File: src/rtl/dem_pkg.sv
`default_nettype none
// +-----------------------------------------------------------------------+
// | dem_pkg : shared constants and helpers for the DEM element selector    |
// | Rev 1.0                                                                |
// +-----------------------------------------------------------------------+
package dem_pkg;

  localparam int DEM_N_DEFAULT  = 6;
  localparam int DEM_CW_DEFAULT = 16;
  localparam int DEM_MAX_N      = 32;
  localparam int DEM_CNT_W      = 6;

  // Thermometer code of x, limited to the lowest n bits.
  function automatic logic [DEM_MAX_N-1:0] therm(input logic [DEM_CNT_W-1:0] x,
                                                 input logic [DEM_CNT_W-1:0] n);
    logic [DEM_MAX_N-1:0] t;
    t = '0;
    for (int i = 0; i < DEM_MAX_N; i++) begin
      t[i] = (DEM_CNT_W'(i) < x) && (DEM_CNT_W'(i) < n);
    end
    return t;
  endfunction

  function automatic logic [DEM_CNT_W-1:0] popcount(input logic [DEM_MAX_N-1:0] x);
    logic [DEM_CNT_W-1:0] c;
    c = '0;
    for (int i = 0; i < DEM_MAX_N; i++) begin
      c = c + DEM_CNT_W'(x[i]);
    end
    return c;
  endfunction

endpackage
`default_nettype wire

File: src/rtl/dem_pos_dec.sv
`default_nettype none
// +-----------------------------------------------------------------------+
// | dem_pos_dec : one priority position -> N-bit one-hot element select    |
// | Rev 1.0                                                                |
// +-----------------------------------------------------------------------+
module dem_pos_dec #(
  parameter int N  = 6,
  parameter int IW = $clog2(N)
) (
  input  logic [IW-1:0] idx,
  input  logic          en,
  output logic [N-1:0]  onehot
);

  // Out-of-range indices simply match no element.
  always_comb begin
    onehot = '0;
    for (int e = 0; e < N; e++) begin
      if (en && (int'(idx) == e)) begin
        onehot[e] = 1'b1;
      end
    end
  end

endmodule
`default_nettype wire

File: src/rtl/dem_sel_n.sv
`default_nettype none
// +-----------------------------------------------------------------------+
// | dem_sel_n : DEM unit-element selector with usage counters and check    |
// | Rev 1.0                                                                |
// +-----------------------------------------------------------------------+
module dem_sel_n
  import dem_pkg::*;
#(
  parameter int N  = DEM_N_DEFAULT,
  parameter int IW = $clog2(N),
  parameter int CW = DEM_CW_DEFAULT
) (
  input  logic            clk,
  input  logic            rst,
  input  logic            in_valid,
  input  logic [IW:0]     v,
  input  logic [IW:0]     gama,
  input  logic [IW:0]     beta,
  input  logic [N*IW-1:0] sq,
  input  logic            isi_sel,
  input  logic            mis_sel,
  input  logic            cnt_clr,
  output logic            out_valid,
  output logic [N-1:0]    sv,
  output logic            err,
  output logic [N*CW-1:0] use_cnt
);

  localparam logic [DEM_CNT_W-1:0] N_W = DEM_CNT_W'(N);

  logic [DEM_CNT_W-1:0] v_w;
  logic [DEM_CNT_W-1:0] v_sat;
  logic [DEM_CNT_W-1:0] sel_pop;
  logic [DEM_MAX_N-1:0] therm_full;
  logic [N-1:0]         therm_v;
  logic [N-1:0]         pos_en;
  logic [N-1:0]         sel;
  logic [N-1:0]         pos_oh [N];

  logic [N-1:0]  sv_d, sv_q;
  logic          out_valid_d, out_valid_q;
  logic          err_d, err_q;
  logic [CW-1:0] cnt_d [N];
  logic [CW-1:0] cnt_q [N];

  // Requests above N behave as N for both the code and the check.
  assign v_w        = DEM_CNT_W'(v);
  assign v_sat      = (v_w > N_W) ? N_W : v_w;
  assign therm_full = therm(v_sat, N_W);
  assign therm_v    = therm_full[N-1:0];

  generate
    if (N < DEM_MAX_N) begin : g_unused
      logic unused_therm_hi;
      assign unused_therm_hi = ^therm_full[DEM_MAX_N-1:N];
    end
  endgenerate

  generate
    for (genvar k = 0; k < N; k++) begin : g_pos
      assign pos_en[k] = isi_sel ? therm_v[k]
                                 : ((k < int'(gama)) || ((k + int'(beta)) >= N));

      dem_pos_dec #(
        .N  (N),
        .IW (IW)
      ) u_dec (
        .idx    (sq[k*IW +: IW]),
        .en     (pos_en[k]),
        .onehot (pos_oh[k])
      );
    end
  endgenerate

  always_comb begin
    sel = '0;
    if (mis_sel) begin
      sel = therm_v;
    end else begin
      for (int k = 0; k < N; k++) begin
        sel = sel | pos_oh[k];
      end
    end
  end

  assign sel_pop = popcount(DEM_MAX_N'(sel));

  always_comb begin
    sv_d        = sv_q;
    out_valid_d = in_valid;
    err_d       = err_q;
    for (int e = 0; e < N; e++) begin
      cnt_d[e] = cnt_q[e];
    end

    if (in_valid) begin
      sv_d = sel;
    end

    // A clear wins over the same cycle's counter and error update.
    if (cnt_clr) begin
      err_d = 1'b0;
      for (int e = 0; e < N; e++) begin
        cnt_d[e] = '0;
      end
    end else if (in_valid) begin
      if (!mis_sel && (sel_pop != v_sat)) begin
        err_d = 1'b1;
      end
      for (int e = 0; e < N; e++) begin
        if (sel[e] && (cnt_q[e] != {CW{1'b1}})) begin
          cnt_d[e] = cnt_q[e] + CW'(1);
        end
      end
    end
  end

  always_ff @(posedge clk) begin
    if (rst) begin
      sv_q        <= '0;
      out_valid_q <= 1'b0;
      err_q       <= 1'b0;
      for (int e = 0; e < N; e++) begin
        cnt_q[e] <= '0;
      end
    end else begin
      sv_q        <= sv_d;
      out_valid_q <= out_valid_d;
      err_q       <= err_d;
      for (int e = 0; e < N; e++) begin
        cnt_q[e] <= cnt_d[e];
      end
    end
  end

  assign sv        = sv_q;
  assign out_valid = out_valid_q;
  assign err       = err_q;

  generate
    for (genvar e = 0; e < N; e++) begin : g_cnt_out
      assign use_cnt[e*CW +: CW] = cnt_q[e];
    end
  endgenerate

endmodule
`default_nettype wire

File: config.mk
export PLATFORM = sky130hd
export DESIGN_NAME = dem_sel_n
export DESIGN_NICKNAME = d
export VERILOG_FILES = /design/src/rtl/dem_pkg.sv /design/src/rtl/dem_pos_dec.sv /design/src/rtl/dem_sel_n.sv
export SDC_FILE = /design/constraint.sdc
export NUM_CORES = 1
export LEC_CHECK = 0
export CAP_MARGIN = 30
export CORE_ASPECT_RATIO = 2
export CORE_MARGIN = 1.5
export CORE_UTILIZATION = 41
export DETAILED_ROUTE_END_ITERATION = 7
export GPL_ROUTABILITY_DRIVEN = 0
export PLACE_DENSITY = 0.7
export SLEW_MARGIN = 20
export SYNTH_ARGS = -nofsm -noshare
export SYNTH_HDL_FRONTEND = slang
export SYNTH_SLANG_ARGS = --single-unit
File: constraint.sdc
create_clock -name clk -period 5.5 [get_ports clk]
set_input_delay 1.375 -clock clk [delete_from_list [all_inputs] [get_ports clk]]
set_output_delay 1.375 -clock clk [all_outputs]
set_load 0.01 [all_outputs]
==> run summary <==
yosys + openroad results -> Synth Seq Share=0.3338, DR pass1 iterations=4, post-synthesis mux area share=0.03852, total track usage=0.2339, # Taps=195, Synth area leader=dfxtp_1, Final min period=5202 ps, number of gates resized after CTS=9, Cell Pwr Density=202.3 mW/mm^2, final worst-path cycle share=0.9459, most frequent cells in the layout=clkdlybuf4s50_1 (129), dfxtp_1 (104), nand2_1 (83), buf_4 (65), a21oi_1 (64), Post-synth EDFFs=0, Reg-to-Reg End=cnt_q[1][3], flop count=104, Worst Path Required=5780 ps, # diodes=0, Die Footprint=0.01601 sq mm, Rows=63, Non-clk invs=26, dpl cells=1136, outcome=finished, final reports clean, GRT met3 Usage=0.02742, Slew Limit Fails=0, top cells, area=dfxtp_1 (33%), a21oi_1 (5.2%), nand2_1 (5.0%), die x size=90.22 microns, hold-fix buffers at CTS=0, GR Layer Usage met2=0.4574
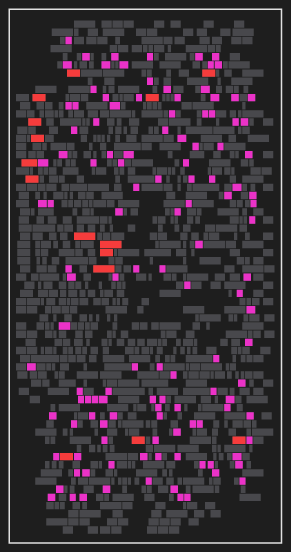
(images/logic_types.png)
Scale: 3 px per micron.
adder and majority cells -> red  # cells 15, most used ha_1
AND and OR gates -> magenta  # cells 124, most used or3_1, where widely spread
Cell Count, Final, Fillers Out: 1157
combinational share of cell area: 0.4611

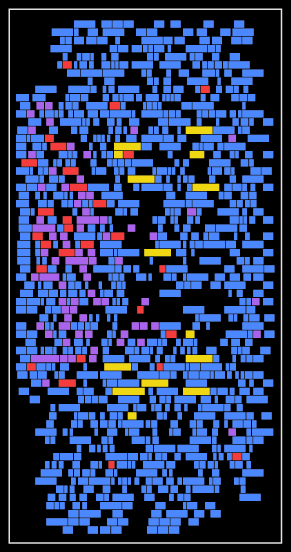
(images/sizes.png)
Scale: 3 px per micron.
_2 cells -> red  # cells 28, share 2.9%
_3 and _4 cells -> purple  # cells 73, share 7.6%
_0 and _1 cells -> blue  # cells 847, share 88%
_6 and larger -> yellow  # cells 14, share 1.5%
Design Area, Final: 0.008605 sq mm
min setup slack post-route: 297.6 ps
Area growth, synth to finish: 37.95%

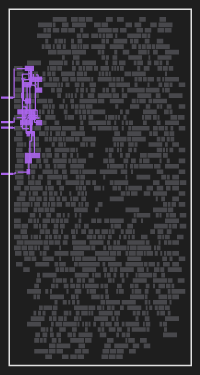
(images/io_fan.png)
Scale: 2 px per micron.
beta -> purple  # direction input, edge west, end cells 21, buffers 11, wire 296 microns
Boundary Pins: 140
I/O Buffers: 139

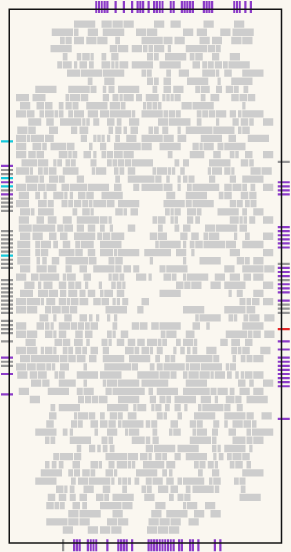
(images/io_placement.png)
Scale: 3 px per micron. Pins as bars across the die edge, other pins in grey.
use_cnt -> purple  # pins 96, direction output, edge 32 north, 30 south, 28 east, 6 west
cnt_clr -> red  # pins 1, direction input, edge east
beta -> cyan  # pins 4, direction input, edge west
all pins by edge = 42 west, 35 east, 32 north, 31 south

Power figures rest on the tool's default switching activity, not on a simulated workload.
